## src/rtl/dcache_pkg.sv

```systemverilog
// Shared types and geometry helpers for the direct-mapped, write-through data cache.
package dcache_pkg;

    localparam int LINES_DEFAULT = 16;

    typedef enum logic [1:0] {
        IDLE    = 2'd0,
        MEM_RD  = 2'd1,
        MEM_WR  = 2'd2,
        WR_DONE = 2'd3
    } state_t;

    // Index covers bits [IDX_W+1:2]; the tag is whatever remains of the word address.
    function automatic int idx_w(input int lines);
        return $clog2(lines);
    endfunction

    function automatic int tag_w(input int lines);
        return 30 - $clog2(lines);
    endfunction

endpackage

```

## src/rtl/dcache_array.sv

```systemverilog
// Tag/valid/data storage: asynchronous read, synchronous write, valid bits cleared on reset.
module dcache_array
    import dcache_pkg::*;
#(
    parameter int LINES = LINES_DEFAULT,
    localparam int IDX_W = idx_w(LINES),
    localparam int TAG_W = tag_w(LINES)
) (
    input  logic             clk,
    input  logic             rst,
    input  logic [IDX_W-1:0] rd_idx,
    output logic             rd_valid,
    output logic [TAG_W-1:0] rd_tag,
    output logic [31:0]      rd_data,
    input  logic             wr_en,
    input  logic [IDX_W-1:0] wr_idx,
    input  logic [TAG_W-1:0] wr_tag,
    input  logic [31:0]      wr_data
);

    logic [LINES-1:0] valid_q;
    logic [TAG_W-1:0] tag_q  [LINES];
    logic [31:0]      data_q [LINES];

    always_ff @(posedge clk) begin
        if (rst) begin
            valid_q <= '0;
        end else if (wr_en) begin
            valid_q[wr_idx] <= 1'b1;
        end
    end

    // Tag and data need no reset: an invalid line is never reported as a hit.
    always_ff @(posedge clk) begin
        if (wr_en) begin
            tag_q[wr_idx]  <= wr_tag;
            data_q[wr_idx] <= wr_data;
        end
    end

    assign rd_valid = valid_q[rd_idx];
    assign rd_tag   = tag_q[rd_idx];
    assign rd_data  = data_q[rd_idx];

endmodule

```

## src/rtl/dcache_ctrl.sv

```systemverilog
// Direct-mapped one-word-line data cache controller: zero-stall load hits,
// blocking refill on load miss, write-through / no-write-allocate stores.
module dcache_ctrl
    import dcache_pkg::*;
#(
    parameter int LINES = LINES_DEFAULT
) (
    input  logic        clk,
    input  logic        rst,
    input  logic        DMread,
    input  logic        DMwriteEn,
    input  logic [31:0] cpu_addr,
    input  logic [31:0] cpu_wdata,
    output logic [31:0] cpu_rdata,
    output logic        cache_busy,
    output logic        mem_req,
    output logic        mem_we,
    output logic [31:0] mem_addr,
    output logic [31:0] mem_wdata,
    input  logic        mem_ack,
    input  logic [31:0] mem_rdata
);

    localparam int IDX_W = idx_w(LINES);
    localparam int TAG_W = tag_w(LINES);

    state_t      state_q, state_d;
    logic [29:0] addr_q;
    logic [31:0] wdata_q;

    logic [IDX_W-1:0] req_idx;
    logic [TAG_W-1:0] req_tag;
    logic             rd_valid;
    logic [TAG_W-1:0] rd_tag;
    logic [31:0]      rd_data;
    logic             hit;

    logic             busy_c, req_c, we_c, latch_en;
    logic             arr_we;
    logic [IDX_W-1:0] arr_idx;
    logic [TAG_W-1:0] arr_tag;
    logic [31:0]      arr_data;
    logic             unused_addr_lsb;

    assign unused_addr_lsb = ^cpu_addr[1:0];

    assign req_idx = cpu_addr[IDX_W+1:2];
    assign req_tag = cpu_addr[31:IDX_W+2];
    assign hit     = rd_valid && (rd_tag == req_tag);

    dcache_array #(.LINES(LINES)) u_array (
        .clk      (clk),
        .rst      (rst),
        .rd_idx   (req_idx),
        .rd_valid (rd_valid),
        .rd_tag   (rd_tag),
        .rd_data  (rd_data),
        .wr_en    (arr_we && !rst),
        .wr_idx   (arr_idx),
        .wr_tag   (arr_tag),
        .wr_data  (arr_data)
    );

    always_ff @(posedge clk) begin
        if (rst) begin
            state_q <= IDLE;
            addr_q  <= '0;
            wdata_q <= '0;
        end else begin
            state_q <= state_d;
            if (latch_en) begin
                addr_q  <= cpu_addr[31:2];
                wdata_q <= cpu_wdata;
            end
        end
    end

    always_comb begin
        state_d  = state_q;
        busy_c   = 1'b0;
        req_c    = 1'b0;
        we_c     = 1'b0;
        latch_en = 1'b0;
        arr_we   = 1'b0;
        arr_idx  = addr_q[IDX_W-1:0];
        arr_tag  = addr_q[29:IDX_W];
        arr_data = mem_rdata;
        unique case (state_q)
            IDLE: begin
                if (DMwriteEn) begin
                    busy_c   = 1'b1;
                    latch_en = 1'b1;
                    // Write-through: refresh a resident copy, never allocate on a store miss.
                    if (hit) begin
                        arr_we   = 1'b1;
                        arr_idx  = req_idx;
                        arr_tag  = req_tag;
                        arr_data = cpu_wdata;
                    end
                    state_d = MEM_WR;
                end else if (DMread && !hit) begin
                    busy_c   = 1'b1;
                    latch_en = 1'b1;
                    state_d  = MEM_RD;
                end
            end
            MEM_RD: begin
                busy_c = 1'b1;
                req_c  = 1'b1;
                if (mem_ack) begin
                    arr_we  = 1'b1;
                    state_d = IDLE;
                end
            end
            MEM_WR: begin
                busy_c = 1'b1;
                req_c  = 1'b1;
                we_c   = 1'b1;
                if (mem_ack) begin
                    state_d = WR_DONE;
                end
            end
            WR_DONE: begin
                // Store retires here; the held request must not start a second store.
                state_d = IDLE;
            end
            default: state_d = IDLE;
        endcase
    end

    assign cpu_rdata  = rd_data;
    assign cache_busy = busy_c && !rst;
    assign mem_req    = req_c && !rst;
    assign mem_we     = we_c && !rst;
    assign mem_addr   = rst ? 32'd0 : {addr_q, 2'b00};
    assign mem_wdata  = rst ? 32'd0 : wdata_q;

endmodule

```

## config.mk

```make
export PLATFORM = sky130hd
export DESIGN_NAME = dcache_ctrl
export DESIGN_NICKNAME = d
export VERILOG_FILES = /design/src/rtl/dcache_pkg.sv /design/src/rtl/dcache_array.sv /design/src/rtl/dcache_ctrl.sv
export SDC_FILE = /design/constraint.sdc
export NUM_CORES = 1
export LEC_CHECK = 0
export CELL_PAD_IN_SITES_DETAIL_PLACEMENT = 0
export CELL_PAD_IN_SITES_GLOBAL_PLACEMENT = 1
export CORE_MARGIN = 1
export CORE_UTILIZATION = 25
export DETAILED_ROUTE_END_ITERATION = 6
export PLACE_DENSITY = 0.45
export SETUP_SLACK_MARGIN = 0.15
export SYNTH_ARGS = -nofsm -noshare
export SYNTH_HDL_FRONTEND = slang
export SYNTH_SLANG_ARGS = --single-unit
```

## constraint.sdc

```tcl
create_clock -name clk -period 8.2 [get_ports clk]
set_input_delay 0.82 -clock clk [delete_from_list [all_inputs] [get_ports clk]]
set_output_delay 0.82 -clock clk [all_outputs]
set_load 0.01 [all_outputs]
```

==> run_1/density.png <==
20 x 20 tiles, from white (low) to dark blue (high), 0 to 100% covered.
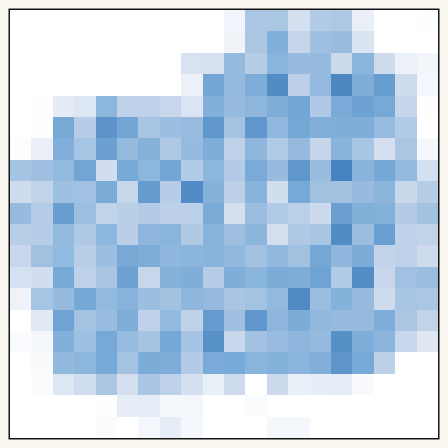
- mean over tiles: 28%
- nearly empty tiles: 22%
- emptiest ninth of the die: upper left
- fullest tile: 66%
Core Util, Final: 30.3%
Core ar.: 163000 sq um
FP Core Util: 25.3%

==> run_1/pins.png <==
Bar = 100 microns. Pins as bars across the die edge, other pins in grey.
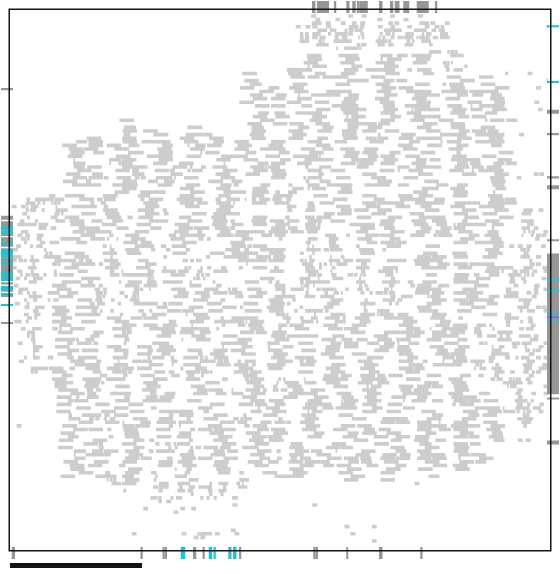
- cyan: `mem_addr` (pins 32; direction output; edge 17 left, 9 bottom, 6 right)
- magenta: `mem_we` (pins 1; direction output; edge right)
Die H: 408 microns
port bufs: 195
die width: 408 microns

==> run_1/zoom.png <==
Region (296, 296) to (316, 316) microns. Cells in grey, sequential cells in the stronger grey; small squares are vias.
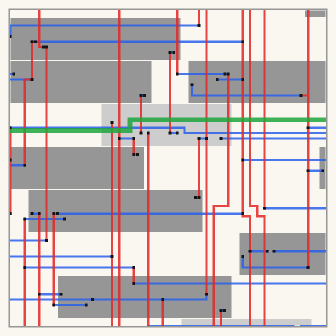
- green: met3
- red: met2
- blue: met1
- most frequent: edfxtp_1 (6), mux4_2 (1)
- sequential cells in the window: 6
- netlist names of flops here include: `u_array.data_q` (6)
- cells with their middle in the window: 7

==> flow_metrics.tcl, run 1 <==
# metrics dict for downstream scripts
set metrics [dict create \
    outcome "complete, no violations" \
    drt_wl_total_mm 126 \
    edf_count 928 \
    pg_comb_w 0.00109 \
    numSynthFlops 1008 \
    p_clk_share_pct 40.6 \
    largestClassByArea "flip-flops and latches" \
    comb_area_sq_um 11300 \
    wire_per_inst_microns 26.8 \
    drtPass1Iterations 5 \
    power_density_nw_per_um2 235 \
    antenna_cells 2 \
    crit_family "buffers and inverters" \
    p_int_w 0.00890 \
    grt_pass1_vias 23400 \
    path_cells "buf_8, buf_4, mux4_2, mux2i_1, mux2i_1, xnor2_1, o211ai_1, nor4_1, buf_4, nand3_4, o21bai_1, a211oi_1, clkdlybuf4s50_1" \
    grt_use_met2_pct 24.0 \
    grt-busiest-layer "met2" \
    fin_ws_ns 1.76 \
    muxShareOfSynthArea_pct 17.5 \
    dr.first_iter.drc_count 1857 \
    viasPerCell 4.73 \
    drv_slew 0 \
    cp-startpoint "cpu_addr[2]" \
    fin_crit_sh_pct 78.5 \
    combPwrFrac_pct 9.3 \
    peakVddDrop_uv 158 \
    route.detailed.drc 0 \
    post-cts-setup-buffers 0 \
    hold_buffers 0 \
    arrival_ns 5.62 \
    cap_viol_max_count 0 \
    taps 2175 \
    cts_max_level 3 \
    postSynthSeqShare_pct 71.4 \
    design_area_sq_um 49600 \
    ys_sh_simple_pct 4.85 \
    period_needed_ns 6.44 \
    avgSynthCellArea_sq_um 18.8 \
    finClkSkew_ns 0.0283 \
    timing.hold.ws_ns 0.480 \
    fa_ha_area_share_pct 0.121 \
    path_buffers 4 \
    seq_area_share_pct 59.5 \
    reg2reg_slack_ns 3.19 \
    grt_setup_unrepaired "no" \
    top_power_group "sequential cells" \
    fmax_ghz 0.155 \
    fin_setup_tns_ns 0 \
    wl_met2_mm 59.4 \
    clock_tree_area_fraction_pct 6.92 \
]
run 1: synth_stat cells (all sizes together) (23+ instances only):
master  number  area [sq um]
nor2b       70           438
clkbuf      81           304
edfxtp     928         27900
buf         69           384
mux4       246          5540
dfxtp       80          1600
a22oi       63           473
nand2      101           379
o211ai      67           503
xnor2       23           201
nand3       73           365
or2         60           375
mux2        87           980
mux2i       69           691
run 1: state kept, by name, indices dropped and copies added (netlist names):
signal	flops
u_array.valid_q	16
state_q	2
u_array.data_q	512
addr_q	30
u_array.tag_q	416
wdata_q	32
==> run_1/final_placement.png <==
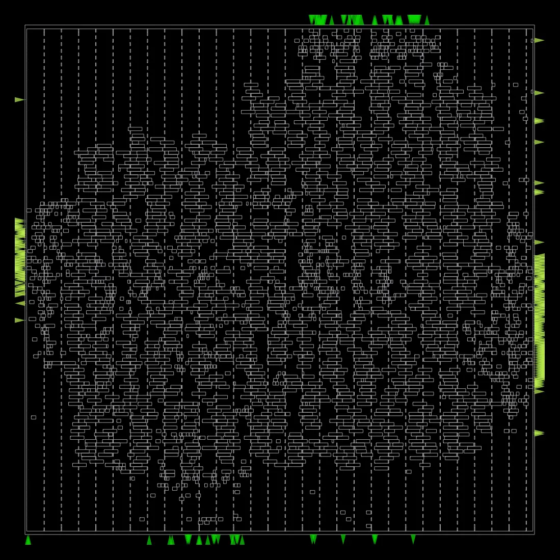

==> run 1 -> run 2 <==
Clock period 8.2 ns to 6.26 ns, I/O delays scaled along.
==> run_2/final_placement.png <==
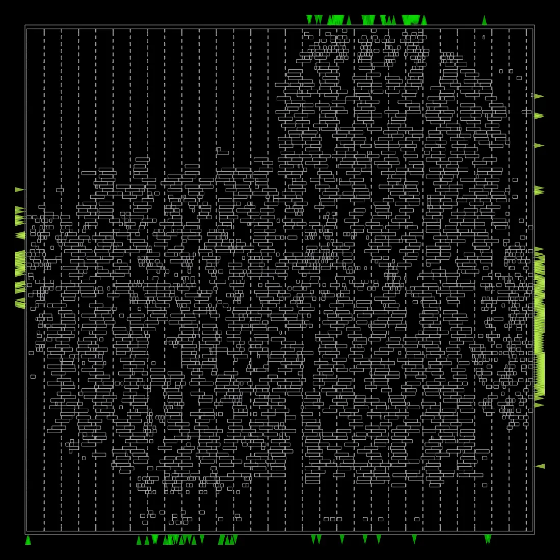
FP Rows: 148
FILL cells: 15.9k
Core Util, Final: 30.7%
# Taps: 2175

==> run_2/zoom.png <==
Region (296, 296) to (316, 316) microns. Cells in grey, sequential cells in the stronger grey; small squares are vias.
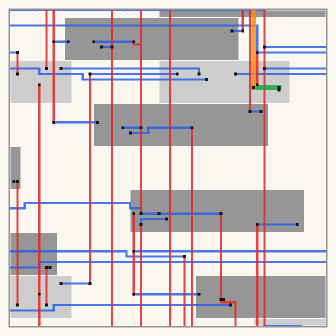
- blue: met1
- green: met3
- orange: met4
- red: met2
- netlist names of flops here include: `u_array.data_q` (4)
- cells with their middle in the window: 5
- sequential cells in the window: 4
- most frequent: edfxtp_1 (4), mux4_2 (1)

==> flow_metrics.tcl, run 2 <==
# metrics dict for downstream scripts
set metrics [dict create \
    grt_use_met2_pct 24.6 \
    top_area_share_pct 67.5 \
    dr.first_iter.drc_count 1824 \
    peakVddDrop_uv 215 \
    drv_slew 0 \
    fmax_ghz 0.175 \
    arrival_ns 5.08 \
    viasPerCell 4.73 \
    yosysTopAreaCell "edfxtp_1" \
    syn_area_sq_um 41300 \
    wl_met2_mm 60.5 \
    route.detailed.drc 0 \
    hold_buffers 0 \
    drt_wl_total_mm 125 \
    fin_crit_sh_pct 91.1 \
    finClkSkew_ns 0.0324 \
    comb_area_sq_um 11300 \
    clk_pin_slew_ns 0.06 \
    path_cells "buf_8, buf_4, mux4_2, mux2i_1, mux2i_1, xnor2_1, o211ai_1, nor4_1, buf_4, nand3_4, o21bai_1, a211oi_1, clkdlybuf4s50_1" \
    reg2reg_slack_ns 1.58 \
    period_needed_ns 5.71 \
    fin_setup_tns_ns 0 \
    postSynthSeqShare_pct 71.4 \
    ys_top_cells_by_count "edfxtp_1, mux4_2, nand2_1, mux2_2, clkbuf_1" \
    grt_pass1_vias 23500 \
    top_regs "u_array.data_q (512), u_array.tag_q (416), wdata_q (32)" \
    design_area_sq_um 50200 \
    cp-startpoint "cpu_addr[3]" \
    timing.hold.ws_ns 0.484 \
    outcome "complete, no violations" \
    coreArea_sq_um 163000 \
    fp_util_pct 25.3 \
    crit_family "buffers and inverters" \
    antenna_cells 0 \
    cts_max_level 3 \
    edf_count 928 \
    power_density_nw_per_um2 306 \
    numSynthFlops 1008 \
    post-cts-setup-buffers 0 \
    topCellsByArea "edfxtp_1, mux4_2, dfxtp_1" \
    dp_slack_ns 0.484 \
    grt-busiest-layer "met2" \
    gp_congestion 0.728 \
    die_x_microns 408 \
    die_h_microns 408 \
    grt_setup_unrepaired "no" \
    fin_ws_ns 0.554 \
    drtPass1Iterations 5 \
    largest_register_ffs 512 \
    avgSynthCellArea_sq_um 18.8 \
    top_cell "edfxtp_1" \
]
==> run_2/density.png <==
20 x 20 tiles, from white (low) to dark blue (high), 0 to 100% covered.
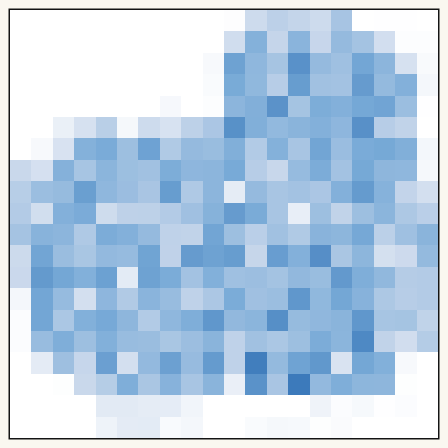
- fullest tile: 70%
- emptiest ninth of the die: upper left
- nearly empty tiles: 23%
- mean over tiles: 28%

## run 2: area by class of cell
class	instances	share of cell area (%)
repair buffers	283	6.39
clock inverters	58	1.06
clock buffers	141	5.80
multi-input cells	1023	22.5
inverters	13	0.0997
well taps	2175	5.42
flip-flops and latches	1008	58.7
## run 2: where the power goes
group | internal (W) | switching [W]
logic | 0.000598 | 0.000841
registers | 0.00756 | 0.0000891
clock network | 0.00360 | 0.00269
total | 0.0118 | 0.00362
## run 2: kinds of logic after synthesis
family	after synthesis	share of synthesized area, %
compound gates	207	3.83
simple gates	381	4.85
mux	402	17.5
other cells	1	0.00908
buf+inv	163	1.78
fa+ha+maj	4	0.121
xor+xnor	27	0.573
flops	1008	71.4
Power is estimated from default activity; no workload was simulated.
